[config.mk]
export PLATFORM = sky130hd
export DESIGN_NAME = l1_cache
export DESIGN_NICKNAME = d
export VERILOG_FILES = /design/src/rtl/l1_cache.sv
export SDC_FILE = /design/constraint.sdc
export NUM_CORES = 1
export LEC_CHECK = 0
export CORE_UTILIZATION = 39
export DETAILED_ROUTE_END_ITERATION = 7
export GPL_ROUTABILITY_DRIVEN = 0
export SLEW_MARGIN = 25
export SYNTH_ARGS = -nofsm -noshare
export SYNTH_HDL_FRONTEND = slang
export SYNTH_SLANG_ARGS = --single-unit
[constraint.sdc]
create_clock -name clk -period 9 [get_ports clk]
set_input_delay 1.8 -clock clk [delete_from_list [all_inputs] [get_ports clk]]
set_output_delay 1.8 -clock clk [all_outputs]
set_load 0.01 [all_outputs]
[src/rtl/l1_cache.sv]
// l1_cache: direct-mapped, write-back, write-allocate L1 cache with one
// 128-bit line per set. Hits complete with zero wait states. Misses run a
// WRITEBACK of a dirty victim if there is one, then a FILL, through a
// wishbone master port to backing memory.
module l1_cache #(
  parameter int IDX_BITS = 3
) (
  input  logic         clk,
  input  logic         rst,

  // Pipeline side (wishbone slave)
  input  logic [11:0]  cpu_adr,
  input  logic [127:0] cpu_dat_m,
  input  logic [15:0]  cpu_sel,
  input  logic         cpu_we,
  input  logic         cpu_stb,
  input  logic         cpu_cyc,
  output logic [127:0] cpu_dat_s,
  output logic         cpu_ack,

  // Backing memory side (wishbone master)
  output logic [11:0]  mem_adr,
  output logic [127:0] mem_dat_m,
  output logic [15:0]  mem_sel,
  output logic         mem_we,
  output logic         mem_stb,
  output logic         mem_cyc,
  input  logic [127:0] mem_dat_s,
  input  logic         mem_ack
);

  localparam int SETS  = 1 << IDX_BITS;
  localparam int TAG_W = 12 - IDX_BITS;

  localparam logic [1:0] S_IDLE      = 2'd0;
  localparam logic [1:0] S_WRITEBACK = 2'd1;
  localparam logic [1:0] S_FILL      = 2'd2;

  // ---------------------------------------------------------------------
  // State and storage
  // ---------------------------------------------------------------------
  logic [1:0]       state;
  logic [1:0]       state_next;

  logic [SETS-1:0]  valid;
  logic [SETS-1:0]  dirty;
  logic [TAG_W-1:0] tag_mem  [SETS];
  logic [127:0]     line_mem [SETS];

  // Address of the miss being serviced. Captured when the miss is detected
  // so the memory-side address and the refill target stay fixed even if the
  // pipeline drops or changes its request while the miss is in flight.
  logic [11:0]      miss_adr;

  // ---------------------------------------------------------------------
  // Address decode and hit detection
  // ---------------------------------------------------------------------
  logic [IDX_BITS-1:0] idx;
  logic [TAG_W-1:0]    cpu_tag;
  logic [IDX_BITS-1:0] miss_idx;
  logic [TAG_W-1:0]    miss_tag;

  assign idx      = cpu_adr[IDX_BITS-1:0];
  assign cpu_tag  = cpu_adr[11:IDX_BITS];
  assign miss_idx = miss_adr[IDX_BITS-1:0];
  assign miss_tag = miss_adr[11:IDX_BITS];

  logic req_active;
  logic tag_match;
  logic hit;
  logic miss;
  logic write_hit;
  logic set_dirty;
  logic wb_done;
  logic fill_done;

  assign req_active = cpu_stb & cpu_cyc;
  assign tag_match  = (tag_mem[idx] == cpu_tag);

  // Hits are only recognised in IDLE; tag/data contents of an invalid set
  // are never trusted because valid gates the match.
  assign hit        = (state == S_IDLE) & req_active & valid[idx] & tag_match;
  assign miss       = (state == S_IDLE) & req_active & ~hit;
  assign write_hit  = hit & cpu_we;
  assign set_dirty  = write_hit & (|cpu_sel);

  // Memory completions only count in the state that issued the cycle; a
  // stray mem_ack in IDLE has no effect. Gating with rst keeps an edge that
  // coincides with reset from committing a refill.
  assign wb_done    = (state == S_WRITEBACK) & mem_ack & ~rst;
  assign fill_done  = (state == S_FILL) & mem_ack & ~rst;

  // ---------------------------------------------------------------------
  // Pipeline-side outputs
  // ---------------------------------------------------------------------
  // Zero-wait hit: ack is a pure function of the current request and the
  // stored tag/valid state.
  assign cpu_ack   = hit & ~rst;

  // Read data always comes from the indexed line; on a miss it is a
  // don't-care but is still driven from storage rather than left floating.
  assign cpu_dat_s = line_mem[idx];

  // ---------------------------------------------------------------------
  // Byte-merge of a write hit into the stored line
  // ---------------------------------------------------------------------
  logic [127:0] merged_line;

  // Combine the stored line with the enabled bytes of the write data.
  always_comb begin
    // NOTE: assign every combinational output a default before any
    // conditional update, otherwise the tool infers a latch.
    merged_line = line_mem[idx];
    for (int b = 0; b < 16; b++) begin
      if (cpu_sel[b]) begin
        merged_line[8*b +: 8] = cpu_dat_m[8*b +: 8];
      end
    end
  end

  // ---------------------------------------------------------------------
  // Miss-handling FSM
  // ---------------------------------------------------------------------
  // Next-state selection: a miss goes to WRITEBACK only when the victim
  // holds modified data; each memory phase advances on its own mem_ack.
  always_comb begin
    state_next = state;
    case (state)
      S_IDLE: begin
        if (miss) begin
          state_next = (valid[idx] & dirty[idx]) ? S_WRITEBACK : S_FILL;
        end
      end
      S_WRITEBACK: begin
        if (wb_done) begin
          state_next = S_FILL;
        end
      end
      S_FILL: begin
        if (fill_done) begin
          state_next = S_IDLE;
        end
      end
      default: state_next = S_IDLE;
    endcase
  end

  // Control state: FSM, per-set valid/dirty flags and the captured miss
  // address. Reset clears all flags so every set reads as empty.
  always_ff @(posedge clk or posedge rst) begin
    if (rst) begin
      state    <= S_IDLE;
      valid    <= '0;
      dirty    <= '0;
      miss_adr <= '0;
    end else begin
      // NOTE: sequential state uses non-blocking assignments so every
      // register samples the pre-edge values regardless of statement order.
      state <= state_next;
      if (miss) begin
        miss_adr <= cpu_adr;
      end
      if (set_dirty) begin
        dirty[idx] <= 1'b1;
      end
      if (fill_done) begin
        valid[miss_idx] <= 1'b1;
        dirty[miss_idx] <= 1'b0;
      end
    end
  end

  // Tag and data storage: refilled on FILL completion, byte-merged on a
  // write hit. The two never coincide since hits only occur in IDLE.
  always_ff @(posedge clk) begin
    // NOTE: tag and line arrays have no reset; valid=0 makes their contents
    // irrelevant, and leaving them unreset lets them map onto RAM.
    if (fill_done) begin
      line_mem[miss_idx] <= mem_dat_s;
      tag_mem[miss_idx]  <= miss_tag;
    end else if (write_hit) begin
      line_mem[idx] <= merged_line;
    end
  end

  // ---------------------------------------------------------------------
  // Memory-side outputs
  // ---------------------------------------------------------------------
  // Drive the wishbone master purely from state and captured miss address,
  // so every output holds steady until mem_ack ends the phase.
  always_comb begin
    mem_adr   = miss_adr;
    mem_dat_m = '0;
    mem_sel   = '0;
    mem_we    = 1'b0;
    mem_stb   = 1'b0;
    mem_cyc   = 1'b0;
    case (state)
      S_WRITEBACK: begin
        mem_adr   = {tag_mem[miss_idx], miss_idx};
        mem_dat_m = line_mem[miss_idx];
        mem_sel   = 16'hFFFF;
        mem_we    = 1'b1;
        mem_stb   = 1'b1;
        mem_cyc   = 1'b1;
      end
      S_FILL: begin
        mem_adr   = miss_adr;
        mem_sel   = 16'hFFFF;
        mem_stb   = 1'b1;
        mem_cyc   = 1'b1;
      end
      default: ;
    endcase
  end

endmodule

power_grid.png
Pins as bars on the die edge.
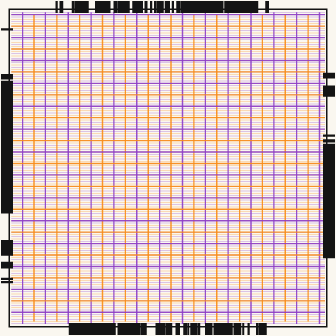
[VSS] purple
[VDD] orange
signal pins: 578
met4 straps: 27
met1 rails: 137
met5 straps: 27
rows: 136

placement_by_type.png
Bar = 100 um.
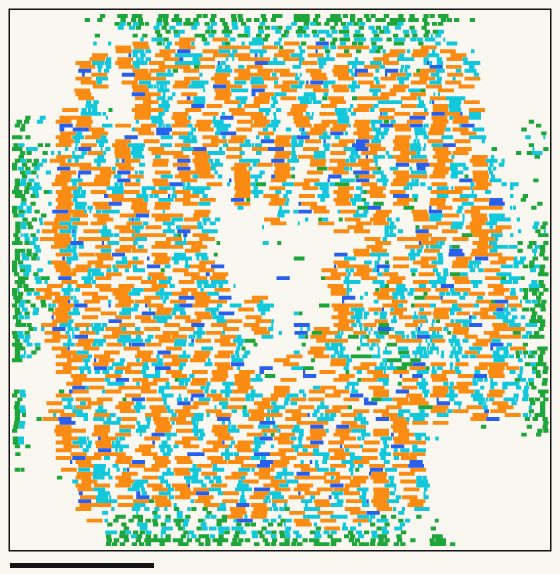
[other buffers and delay cells] green | cells: 671 | share of their area: 11%
[flops] orange | cells: 1126 | share of their area: 52%
[clock drivers and dummy loads] blue | cells: 220 | share of their area: 6.3%
[combinational and other logic] cyan | cells: 1881 | share of their area: 31%

clk_routes.png
Bar = 100 um.
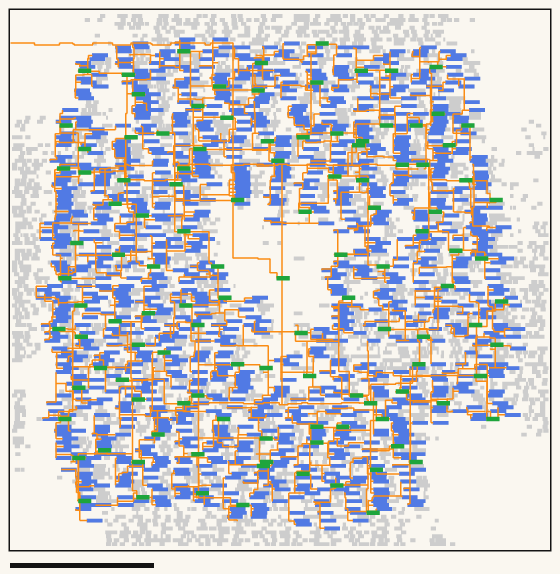
[clock drivers] green | count: 117
[clock wires] orange | length: 13500 um
[flip-flops] blue | count: 1126
flops lie: spread over the die
routed clock nets: 118

wires.png
Only two layers are drawn.
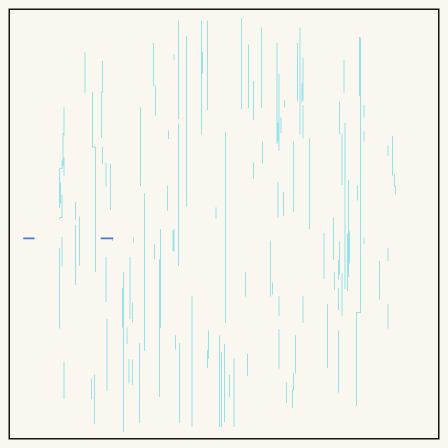
[metal 5] blue | wire length: 17.5 um
[metal 4] cyan | wire length: 5510 um

==> results.toml <==
# yosys + openroad results
[floorplan]
initCoreUtil_pct = 39.4
fp.dieArea_um2 = 141000
num_io_pins = 578
chipHeight_um = 375
die_width_um = 375
core_um2 = 138000
core.rowCount = 136

[hold_path]
holdCritPathClass = "flop to flop"
hold_path_depth = 1
hold_path.startpoint = "valid[6]$_DFFE_PP0P_"
holdPathEnd = "valid[6]$_DFFE_PP0P_"

[yosys]
synth_cells = 3286
most_common_cell = "sky130_fd_sc_hd__edfxtp_1"
synth_async_sr_flop_share_pct = 2.66
synth_flop_count = 1126
synthMuxAreaShare_pct = 25.1
synth.cellmix.adderShare_pct = 0.0690
edf_count = 1096
yosys_warnings = 0
simple_gate_share_pct = 3.82
synth.logic.top_family = "multiplexers"
postSynth.topFlopCell = "sky130_fd_sc_hd__edfxtp_1"
cell_types_with_the_largest_area_share_after_synthesis = "sky130_fd_sc_hd__edfxtp_1 (60%), sky130_fd_sc_hd__mux4_2 (13%), sky130_fd_sc_hd__mux2i_1 (6.6%)"
syn-num-nets = 3579
seq_area_frac_synth_pct = 61.9
syn_avg_cell_area_um2 = 16.6
synth_compound_gate_area_share_pct = 6.32
synth.yosys.chip_area_um2 = 54400
synth_stat.cells = 3286
synth_area_leader_cell = "sky130_fd_sc_hd__edfxtp_1"
ys_types = 50
yosysTopAreaCellShare_pct = 60.5
common_cells = "sky130_fd_sc_hd__edfxtp_1 (1096), sky130_fd_sc_hd__mux2i_1 (357), sky130_fd_sc_hd__mux4_2 (318)"
ys_sh_xor_pct = 0.0966
netlist_area_um2 = 54400

[cts]
clock_pin_slew_on_the_worst_setup_and_hold_paths_ps = 60
hold_buffers = 0
number_of_buffers_on_the_longest_clock_path = 3
cts-root-buf = "sky130_fd_sc_hd__clkbuf_16"
clkLatencyLatePin_ps = 730
postCtsSetupRepairBufs = 0
tritoncts_clock_tree = "done"
cts.sinks = 1126
resized_cells_post_cts = 0
htreeDepth = 3
tritoncts_buffer_count = 117

[finish]
layout-drive-gt1-share_pct = 22.6
finalInstanceArea_um2 = 66600
layout.core_utilization_pct = 48.2
final_cell_mix = "sky130_fd_sc_hd__edfxtp_1 (1096), sky130_fd_sc_hd__clkdlybuf4s50_1 (573), sky130_fd_sc_hd__mux2i_1 (357)"
lay_top_count = "sky130_fd_sc_hd__edfxtp_1"
final_nets = 4090
layout-area-overhead-vs-synth_pct = 22.3

[drt]
detailroute.wirelength.met2_um = 86700
detail_route.first_pass.iterations = 6
post_drt_via_cell_ratio = 6.04
met3_wirelength_um = 15200
wl_met1_um = 74900
highest_layer = "met5"
wire_per_inst_um = 31.6
wirelength_um = 182000
detail_route_antenna_nets = 0
remaining_drc_errors = 0
vias = 34800
initialDrtViolationCount = 3824

[worst_setup_path]
rr_worst_depth = 9
timing.critical_path.arrival_ps = 5760
worst_ep_required_time_ps = 7200
timing.critical_path.slowest_cell_delay_ps = 860
cell_family_contributing_the_most_delay_on_the_critical_path = "buffers and inverters"
criticalPathCategory = "primary input to output port"
crit_slowest_cell = "sky130_fd_sc_hd__nand2_1"
reg2reg_setup_slack_ps = 4520
cp_num_cells = 8
cp-start-kind = "primary input"
crit_path_cell_trace = "buf_8, clkinv_2, buf_4, nand2_1, nor2_1, a21oi_1, nand3_1, clkdlybuf4s50_1"
cp_num_buf_inv = 4
worstPathMaxFanout = 66
cp-startpoint = "cpu_adr[1]"
r2r-end = "line_mem[1][71]$_DFFE_PP_"
critical_path.endpoint_type = "output port"
worstReg2RegStart = "state[1]$_DFFE_PP0P_"
cp-endpoint = "cpu_dat_s[85]"

[final_timing]
final.setup.tns_ps = 0
final-hold-violation-count = 0
final.hold.worst_slack_ps = 464
final.min_clock_period_ps = 7560
setup_violations_final = 0
setup_repair_after_global_routing_missed_its_margin = "no"
timing.max_slew.rel_slack_pct = 23.9
worst-slew-pin-transition_ps = 1140
tcrit_tclk_final_pct = 84.0
final-max-slew-violation-count = 0
max_freq_mhz = 132
clock-skew-final_ps = 39.9

[status]
outcome = "complete, no violations"

[flow_run]
warning_count = 36
timing.max_cap.violations = 0

[global_route]
grt-ovfl-total = 0
grt_max_degree = 112
antenna_found_initial = 6
wire_length_of_the_first_global_routing_pass_um = 257000
grt_pass1_vias = 35000
grtUsageTotal_pct = 25.4

[placed_design]
port_buffers = 577
detailed_place.area_um2 = 62500
detailed_place_hpwl_um = 111000

[power]
p_total_mw = 15.9
power_density_cells_nw_per_um2 = 239
vdd_ir_drop_max_mv = 0.253
power.leakage_nw = 22.4
==> stage by stage <==
stage | std cells | setup slack [ps]
floorplan | 3286 | -1090
CTS | 5759 | 1500
global placement | 5538 | 1590
detailed placement | 5539 | 1530
global route | 5761 | 1400
finish | 5764 | 1440
==> layout make-up <==
cell class / count / area [um^2]
fill: 11700 / 71500
antenna: 3 / 7.51
tap: 1863 / 2330
inverter: 49 / 186
timing repair buffer: 671 / 6860
sequential: 1126 / 33700
clock buffer: 137 / 3080
clock inverter: 83 / 955
multi-input combinational: 1832 / 19500
==> kinds of logic (layout without fill, tap and decap cells) <==
kind of cell    count (synthesis)  in the layout
buf+inv                       328            940
other cells                     0              3
compound gates                475            475
xor+xnor                        6              6
simple gates                  415            415
fa+ha+maj                       3              3
flops                        1126           1126
mux                           933            933
==> registers in the layout, indices dropped and copies added (netlist names) <==
register / flops
state: 2
line_mem: 1024
valid: 8
dirty: 8
tag_mem: 72
miss_adr: 12
==> worst register-to-register path, delay by kind of cell (launching register included) <==
| kind | cells | cell delay (ps) |
|---|---|---|
| muxes | 1 | 1190 |
| AOI/OAI and AO/OA | 1 | 170 |
| DFF | 1 | 420 |
| adders and majority gates | 1 | 260 |
| buffers and inverters | 2 | 600 |
| and+or+nand+nor | 4 | 1520 |
==> per-layer routing <==
layer | track usage [%] | up-vias
li1 | - | 14500
met1 | 34.9 | 18300
met2 | 41.0 | 1742
met3 | 4.65 | 289
met4 | 7.73 | 4
met5 | 0 | -
==> power breakdown <==
part	internal [mW]	switching, mW
Clock	3.01	2.08
Sequential	6.09	0.248
Combinational	2.19	2.27
Total	11.3	4.60
Power and IR drop assume default switching activity.
